Figure 1. Wiring heat map (run 1).
Bar = 20 um. The die is cut into 16 by 22 equal tiles; dark purple is low, yellow is high, scaled to the fullest tile. Values are wire area over tile area, all layers added.
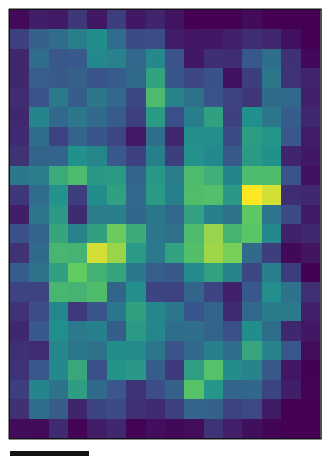
Figure 2. Register map, names as in the netlist (run 1).
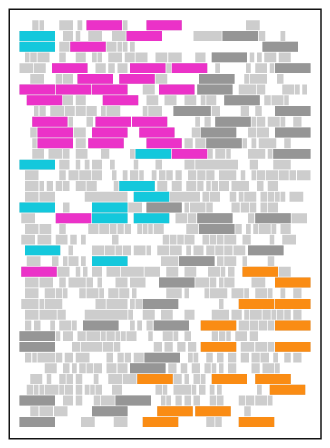
Figure 3. Clock distribution (run 1).
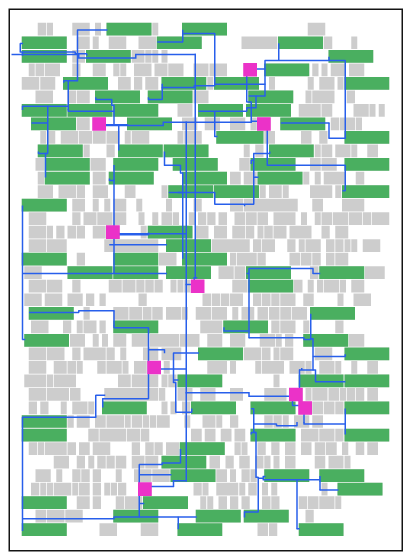
File: src/rtl/camera_cfg_pkg.sv
// Shared definitions for the OV7670 SCCB configuration master.
// Holds the sensor ID, the constant register table and the FSM state type
// used by both the write engine and the table sequencer.
package camera_cfg_pkg;

  localparam logic [7:0]  SCCB_ID   = 8'h42;
  localparam logic [7:0]  COM7_ADDR = 8'h12;
  localparam int unsigned N_CFG     = 6;

  // {sub-address, data}; the COM7 soft reset must stay first.
  localparam logic [15:0] CFG_TABLE [N_CFG] = '{
    16'h1280,  // COM7 soft reset
    16'h1204,  // COM7 RGB output
    16'h40D0,  // COM15 RGB565, full range
    16'h8C00,  // RGB444 off
    16'h1100,  // CLKRC
    16'h3A04   // TSLB
  };

  // The engine walks StStart..StGap; the sequencer uses StStart to mean
  // "a write is in flight" plus StRstWait and StNext.
  typedef enum logic [2:0] {
    StIdle, StStart, StBits, StStop, StGap, StRstWait, StNext
  } cfg_state_e;

  // Table lookup by a 6-bit index; out-of-range returns zero.
  function automatic logic [15:0] cfg_entry(input logic [5:0] idx);
    cfg_entry = '0;
    for (int unsigned i = 0; i < N_CFG; i++) begin
      if (idx == 6'(i)) cfg_entry = CFG_TABLE[i];
    end
  endfunction

  // A COM7 write with bit 7 set resets the sensor and needs a settle delay.
  function automatic logic is_soft_reset(input logic [15:0] entry);
    return (entry[15:8] == COM7_ADDR) && entry[7];
  endfunction

endpackage

File: src/rtl/sccb_write_engine.sv
// One SCCB 3-phase write: START, 27 data bits {ID, X, addr, X, data, X},
// STOP, then bus-free GAP. Timing is built from a quarter-bit tick.
// Ports:
//   clk, rst        clock, asynchronous active-high reset
//   go              accept addr/data and start a write (only while idle)
//   addr, data      sub-address and register value
//   idle            engine has no write in progress
//   fin             one-cycle pulse on the last engine cycle of a write
//   sioc            SCCB clock
//   siod_o, siod_oe SCCB data drive value and enable
module sccb_write_engine
  import camera_cfg_pkg::*;
#(
  parameter int unsigned DIV = 125
) (
  input  logic       clk,
  input  logic       rst,
  input  logic       go,
  input  logic [7:0] addr,
  input  logic [7:0] data,
  output logic       idle,
  output logic       fin,
  output logic       sioc,
  output logic       siod_o,
  output logic       siod_oe
);

  localparam int unsigned     CntW      = (DIV > 1) ? $clog2(DIV) : 1;
  localparam logic [CntW-1:0] CntLast   = CntW'(DIV - 1);
  localparam logic [CntW-1:0] CntPenult = CntW'((DIV > 1) ? DIV - 2 : 0);

  cfg_state_e      state_q, state_d;
  logic [CntW-1:0] cnt_q, cnt_d;
  logic [2:0]      q_q, q_d;
  logic [4:0]      bit_q, bit_d;
  logic [26:0]     shift_q, shift_d;
  logic            sioc_q, sioc_d, siod_q, siod_d, oe_q, oe_d;
  logic            tick;

  assign tick = (cnt_q == CntLast);

  always_comb begin
    state_d = state_q;
    cnt_d   = (state_q == StIdle || tick) ? '0 : cnt_q + 1'b1;
    q_d     = q_q;
    bit_d   = bit_q;
    shift_d = shift_q;
    fin     = 1'b0;
    case (state_q)
      StIdle: begin
        if (go) begin
          state_d = StStart;
          q_d     = '0;
          bit_d   = '0;
          shift_d = {SCCB_ID, 1'b1, addr, 1'b1, data, 1'b1};
        end
      end
      StStart: begin
        if (tick) begin
          if (q_q == 3'd1) begin
            state_d = StBits;
            q_d     = '0;
          end else begin
            q_d = q_q + 3'd1;
          end
        end
      end
      StBits: begin
        if (tick) begin
          if (q_q == 3'd3) begin
            q_d     = '0;
            shift_d = {shift_q[25:0], 1'b1};
            if (bit_q == 5'd26) state_d = StStop;
            else                bit_d   = bit_q + 5'd1;
          end else begin
            q_d = q_q + 3'd1;
          end
        end
      end
      StStop: begin
        if (tick) begin
          if (q_q == 3'd3) begin
            state_d = StGap;
            q_d     = '0;
          end else begin
            q_d = q_q + 3'd1;
          end
        end
      end
      StGap: begin
        // End the gap one clk early; the sequencer's NEXT cycle fills it,
        // so the whole write still spans 122 quarter periods.
        fin = (DIV == 1) ? (q_q == 3'd6 && tick) : (q_q == 3'd7 && cnt_q == CntPenult);
        if (fin)       state_d = StIdle;
        else if (tick) q_d     = q_q + 3'd1;
      end
      default: state_d = StIdle;
    endcase

    // Line values decoded from the next state so the pins are registered.
    sioc_d = 1'b1;
    siod_d = 1'b1;
    oe_d   = 1'b0;
    case (state_d)
      StStart: begin
        siod_d = 1'b0;
        oe_d   = 1'b1;
      end
      StBits: begin
        sioc_d = q_d[1];
        oe_d   = !((bit_d == 5'd8) || (bit_d == 5'd17) || (bit_d == 5'd26));
        siod_d = oe_d ? shift_d[26] : 1'b1;
      end
      StStop: begin
        sioc_d = (q_d != 3'd0);
        siod_d = q_d[1];
        oe_d   = (q_d != 3'd3);
      end
      default: ;
    endcase
  end

  always_ff @(posedge clk or posedge rst) begin
    if (rst) begin
      state_q <= StIdle;
      cnt_q   <= '0;
      q_q     <= '0;
      bit_q   <= '0;
      shift_q <= '0;
      sioc_q  <= 1'b1;
      siod_q  <= 1'b1;
      oe_q    <= 1'b0;
    end else begin
      state_q <= state_d;
      cnt_q   <= cnt_d;
      q_q     <= q_d;
      bit_q   <= bit_d;
      shift_q <= shift_d;
      sioc_q  <= sioc_d;
      siod_q  <= siod_d;
      oe_q    <= oe_d;
    end
  end

  assign idle    = (state_q == StIdle);
  assign sioc    = sioc_q;
  assign siod_o  = siod_q;
  assign siod_oe = oe_q;

endmodule

File: src/rtl/camera_sccb_config.sv
// OV7670 register-configuration master. A start pulse writes the whole
// constant table over SCCB, pausing after a COM7 soft reset; a wr_req pulse
// issues one software write. The tristate buffer and pull-up live outside.
// Ports:
//   clk, rst          clock, asynchronous active-high reset
//   start             run the configuration table
//   wr_req            single write of wr_addr/wr_data
//   busy              any write or settle wait in progress
//   done              table finished; cleared by the next start
//   cfg_idx           table entry being sent
//   sioc, siod_o, siod_oe  SCCB pins
module camera_sccb_config
  import camera_cfg_pkg::*;
#(
  parameter int unsigned CLK_HZ     = 50_000_000,
  parameter int unsigned SCCB_HZ    = 100_000,
  parameter int unsigned RESET_WAIT = CLK_HZ / 1000
) (
  input  logic       clk,
  input  logic       rst,
  input  logic       start,
  input  logic       wr_req,
  input  logic [7:0] wr_addr,
  input  logic [7:0] wr_data,
  output logic       busy,
  output logic       done,
  output logic [5:0] cfg_idx,
  output logic       sioc,
  output logic       siod_o,
  output logic       siod_oe
);

  localparam int unsigned      DIV      = CLK_HZ / (4 * SCCB_HZ);
  localparam int unsigned      WaitW    = (RESET_WAIT > 1) ? $clog2(RESET_WAIT) : 1;
  localparam logic [WaitW-1:0] WaitLast = WaitW'((RESET_WAIT > 0) ? RESET_WAIT - 1 : 0);
  localparam logic [5:0]       LastIdx  = 6'(N_CFG - 1);

  cfg_state_e       state_q, state_d;
  logic [5:0]       cfg_idx_q, cfg_idx_d;
  logic             done_q, done_d;
  logic             single_q, single_d;
  logic [15:0]      cur_q, cur_d;
  logic [WaitW-1:0] wait_q, wait_d;
  logic [15:0]      go_entry;
  logic             eng_go, eng_idle, eng_fin;

  always_comb begin
    state_d   = state_q;
    cfg_idx_d = cfg_idx_q;
    done_d    = done_q;
    single_d  = single_q;
    wait_d    = wait_q;
    eng_go    = 1'b0;
    go_entry  = cur_q;
    case (state_q)
      StIdle: begin
        // The engine is always idle here; the gate just guarantees go never
        // lands on a running write.
        if (eng_idle && start) begin
          cfg_idx_d = '0;
          done_d    = 1'b0;
          single_d  = 1'b0;
          eng_go    = 1'b1;
          go_entry  = cfg_entry(6'd0);
          state_d   = StStart;
        end else if (eng_idle && wr_req) begin
          single_d = 1'b1;
          eng_go   = 1'b1;
          go_entry = {wr_addr, wr_data};
          state_d  = StStart;
        end
      end
      StStart: begin
        if (eng_fin) begin
          if (is_soft_reset(cur_q)) begin
            wait_d  = '0;
            state_d = StRstWait;
          end else begin
            state_d = StNext;
          end
        end
      end
      StRstWait: begin
        if (wait_q == WaitLast) state_d = StNext;
        else                    wait_d  = wait_q + 1'b1;
      end
      StNext: begin
        if (single_q) begin
          state_d = StIdle;
        end else if (cfg_idx_q == LastIdx) begin
          done_d  = 1'b1;
          state_d = StIdle;
        end else begin
          cfg_idx_d = cfg_idx_q + 6'd1;
          eng_go    = 1'b1;
          go_entry  = cfg_entry(cfg_idx_q + 6'd1);
          state_d   = StStart;
        end
      end
      default: state_d = StIdle;
    endcase
    cur_d = eng_go ? go_entry : cur_q;
  end

  always_ff @(posedge clk or posedge rst) begin
    if (rst) begin
      state_q   <= StIdle;
      cfg_idx_q <= '0;
      done_q    <= 1'b0;
      single_q  <= 1'b0;
      cur_q     <= '0;
      wait_q    <= '0;
    end else begin
      state_q   <= state_d;
      cfg_idx_q <= cfg_idx_d;
      done_q    <= done_d;
      single_q  <= single_d;
      cur_q     <= cur_d;
      wait_q    <= wait_d;
    end
  end

  sccb_write_engine #(
    .DIV(DIV)
  ) u_engine (
    .clk    (clk),
    .rst    (rst),
    .go     (eng_go),
    .addr   (go_entry[15:8]),
    .data   (go_entry[7:0]),
    .idle   (eng_idle),
    .fin    (eng_fin),
    .sioc   (sioc),
    .siod_o (siod_o),
    .siod_oe(siod_oe)
  );

  assign busy    = (state_q != StIdle);
  assign done    = done_q;
  assign cfg_idx = cfg_idx_q;

endmodule

File: config.mk
export PLATFORM = sky130hd
export DESIGN_NAME = camera_sccb_config
export DESIGN_NICKNAME = d
export VERILOG_FILES = /design/src/rtl/camera_cfg_pkg.sv /design/src/rtl/sccb_write_engine.sv /design/src/rtl/camera_sccb_config.sv
export SDC_FILE = /design/constraint.sdc
export NUM_CORES = 1
export LEC_CHECK = 0
export CORE_ASPECT_RATIO = 1.4
export CORE_MARGIN = 2
export CORE_UTILIZATION = 61
export CTS_BUF_LIST = sky130_fd_sc_hd__clkbuf_4
export DETAILED_ROUTE_END_ITERATION = 10
export PLACE_DENSITY = 0.79
export SETUP_SLACK_MARGIN = 0.05
export SYNTH_ARGS = -nofsm -noshare
export SYNTH_HDL_FRONTEND = slang
export SYNTH_SLANG_ARGS = --single-unit
File: constraint.sdc
create_clock -name clk -period 3.95 [get_ports clk]
set_input_delay 0.9875 -clock clk [delete_from_list [all_inputs] [get_ports clk]]
set_output_delay 0.9875 -clock clk [all_outputs]
set_load 0.005 [all_outputs]
==> impl_metrics.csv, run 1 <==
group,metric,value,unit
clock_tree,root_buffer,"clkbuf_4",
pwr,p_sw_frac,0.219,
finish,fill_cells,600,
synth,top_cells_by_count,"dfrtp_1, nor2_1, nand2_1",
pwr,seqPwrFrac,0.561,
drt,wl_met3,548,um
clock_tree,hold_buffers,0,
worst_setup_path,worst_path_max_delay_cell,"or3_1",
synth,yosysCellCount,514,
drt,vias_per_cell,6.33,
finish,lay_top_count,"dfrtp_1",
timing,fmax,328,MHz
global_route,global_route.usage.met3,0.0559,
synth,aoi_share,0.211,
floorplanning,die_area,8550,um^2
drt,wl_met1,4.78,mm
worst_hold_path,hp-start,"u_engine.cnt_q[0]$_DFF_PP0_",
finish,buffers,39,
finish,flop-count,87,
finish,antenna_cells,0,
drt,dr.pass1.iters,6,
worst_hold_path,worstHoldEndpoint,"u_engine.cnt_q[0]$_DFF_PP0_",
worst_setup_path,path_max_fanout,9,
synth,top_cell,"dfrtp_1",
finish,clock_tree_area_fraction,0.0360,
drt,met2_wirelength,5.74,mm
worst_setup_path,crit_arrival,3420,ps
drt,ant_nets,0,
timing,fin_skew,14.3,ps
pwr,p_leak,0.00230,uW
timing,hold_ws,496,ps
worst_setup_path,crit_start,"u_engine.q_q[0]$_DFF_PP0_",
outcome,status,"finished, final reports clean",
floorplanning,num_io_pins,31,
pwr,top_power_group,"sequential cells",
synth,synth-simple-area-share,0.217,
synth,ys_sh_mux,0.0197,
timing,slew_viol_final,0,
synth,yosys.area.top_type,"dfrtp_1",
pwr,power.switching,354,uW
synth,ys.flops,87,
worst_setup_path,cp-end-kind,"register",
global_route,grt.total_usage,0.287,
place,dp_hpwl,8.20,mm
worst_setup_path,path_buffers,0,
## Picture notes: Figure 1
tiles over half the peak = 19%
mean over tiles = 0.21
emptiest ninth of the die = top right
final wirelength: 11.3 mm
total number of vias: 4107

## Picture notes: Figure 2
u_engine.shift_q -> magenta  # flops 27
wait_q -> orange  # flops 16
cur_q -> cyan  # flops 12
fin util: 0.703
flop share of the area: 0.405
Seq group: 906 uW
Flop area: 2180 um^2

## Picture notes: Figure 3
clock wires -> blue  # length 1050 um
flip-flops -> green  # count 87
clock-net drivers -> magenta  # count 9
flops lie = spread over the die
Worst-Skew Late Latency: 450 ps
Clock Power Share: 0.405

Figure 4. Metal 4 (run 1).
Bar = 20 um. Supply wires on this layer in grey.
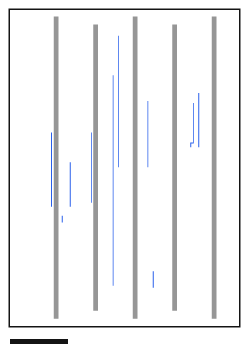

==> inputs of run 2 (changes only) <==
==> constraint.sdc (replaced) <==
create_clock -name clk -period 3.1 [get_ports clk]
set_input_delay 0.775 -clock clk [delete_from_list [all_inputs] [get_ports clk]]
set_output_delay 0.775 -clock clk [all_outputs]
set_load 0.005 [all_outputs]
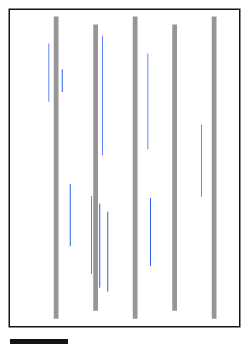
Figure 5: run 2, metal 4.
Bar = 20 um. Supply wires on this layer in grey.
main direction = vertical
share of all routed wire = 2.2%
wire length on this layer = 252 um
total number of vias: 4116
final wirelength: 11.4 mm

==> impl_metrics.csv, run 2 <==
group,metric,value,unit
outcome,status,"finished, final reports clean",
finish,sh_seq_area,0.402,
finish,buffers,49,
worst_setup_path,crit_arrival,3250,ps
place,dp_hpwl,8.22,mm
pwr,clkPwrFrac,0.379,
clock_tree,hold_buffers,0,
worst_setup_path,cp-end-kind,"register",
drt,met2_wirelength,5.81,mm
synth,synth-simple-area-share,0.217,
finish,fill_cells,611,
finish,flop-count,87,
finish,lay_top_count,"dfrtp_1",
worst_setup_path,path_buffers,0,
drt,wl_met3,506,um
synth,yosysCellCount,514,
synth,ys.flops,87,
timing,fmax,345,MHz
synth,top_cells_by_count,"dfrtp_1, nor2_1, nand2_1",
floorplanning,num_io_pins,31,
finish,fin_util,0.709,
worst_setup_path,path_max_fanout,4,
timing,slew_viol_final,0,
floorplanning,die_area,8550,um^2
finish,regArea,2180,um^2
finish,clock_tree_area_fraction,0.0300,
timing,fin_skew,15.9,ps
drt,vias_per_cell,6.25,
drt,ant_nets,0,
clock_tree,root_buffer,"clkbuf_4",
pwr,p_seq,1150,uW
pwr,top_power_group,"sequential cells",
global_route,grt.total_usage,0.287,
synth,aoi_share,0.211,
synth,top_cell,"dfrtp_1",
synth,ys_sh_mux,0.0197,
worst_setup_path,crit_start,"u_engine.q_q[0]$_DFF_PP0_",
clock_tree,clk_latency,460,ps
pwr,p_leak,0.00233,uW
pwr,power.switching,462,uW
finish,antenna_cells,0,
worst_setup_path,worst_path_max_delay_cell,"or4_1",
worst_hold_path,hp-start,"u_engine.shift_q[0]$_DFFE_PP0P_",
Figure 6. Placed standard cells (run 2).
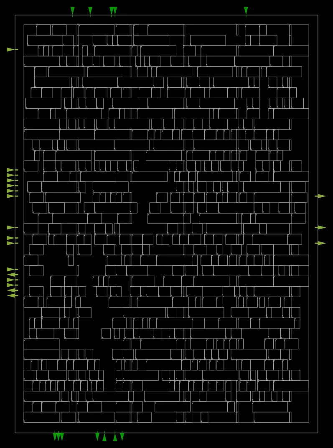

==> inputs of run 3 (changes only) <==
--- a/config.mk
+++ b/config.mk
@@ -7,10 +7,10 @@
 export LEC_CHECK = 0
 export CORE_ASPECT_RATIO = 1.4
 export CORE_MARGIN = 2
-export CORE_UTILIZATION = 61
+export CORE_UTILIZATION = 66
 export CTS_BUF_LIST = sky130_fd_sc_hd__clkbuf_4
 export DETAILED_ROUTE_END_ITERATION = 10
-export PLACE_DENSITY = 0.79
+export PLACE_DENSITY = 0.85
 export SETUP_SLACK_MARGIN = 0.05
 export SYNTH_ARGS = -nofsm -noshare
 export SYNTH_HDL_FRONTEND = slang
==> constraint.sdc (replaced) <==
create_clock -name clk -period 3.4 [get_ports clk]
set_input_delay 0.85 -clock clk [delete_from_list [all_inputs] [get_ports clk]]
set_output_delay 0.85 -clock clk [all_outputs]
set_load 0.005 [all_outputs]
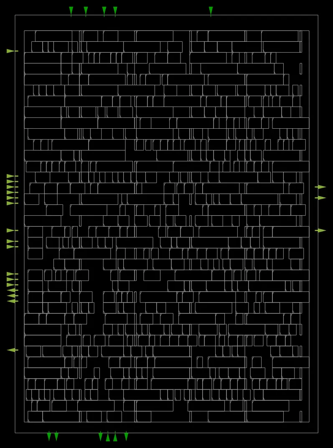
Figure 7: run 3, placed standard cells.
Site Rows: 36
Tapcells: 95
core area: 6980 um^2
Seq cells: 87

==> impl_metrics.csv, run 3 <==
group,metric,value,unit
worst_setup_path,path_buffers,2,
drt,ant_nets,0,
timing,fin_skew,18.2,ps
pwr,seqPwrFrac,0.606,
synth,top_cell,"dfrtp_1",
clock_tree,clk_latency,470,ps
clock_tree,hold_buffers,0,
drt,vias,4161,
worst_setup_path,path_max_fanout,8,
finish,sh_seq_area,0.405,
drt,met2_wirelength,5.68,mm
drt,wl_met3,547,um
pwr,top_power_group,"sequential cells",
drt,wl_met1,4.63,mm
finish,fill_cells,499,
finish,lay_top_count,"dfrtp_1",
worst_setup_path,crit_arrival,2040,ps
synth,ys_sh_mux,0.0197,
pwr,clkPwrFrac,0.358,
drt,dr.pass1.iters,5,
timing,hold_ws,496,ps
clock_tree,root_buffer,"clkbuf_4",
worst_setup_path,worst_path_max_delay_cell,"dfrtp_1",
synth,aoi_share,0.211,
timing,fmax,346,MHz
global_route,global_route.usage.met3,0.0492,
floorplanning,num_io_pins,31,
outcome,status,"finished, final reports clean",
synth,synth-simple-area-share,0.217,
pwr,p_seq,1050,uW
finish,buffers,46,
global_route,grt.total_usage,0.304,
worst_setup_path,cp-end-kind,"primary output",
drt,vias_per_cell,6.39,
finish,regArea,2180,um^2
drt,wirelength,11.3,mm
finish,antenna_cells,0,
No activity file was given, so power comes from the tool's default toggle rates.
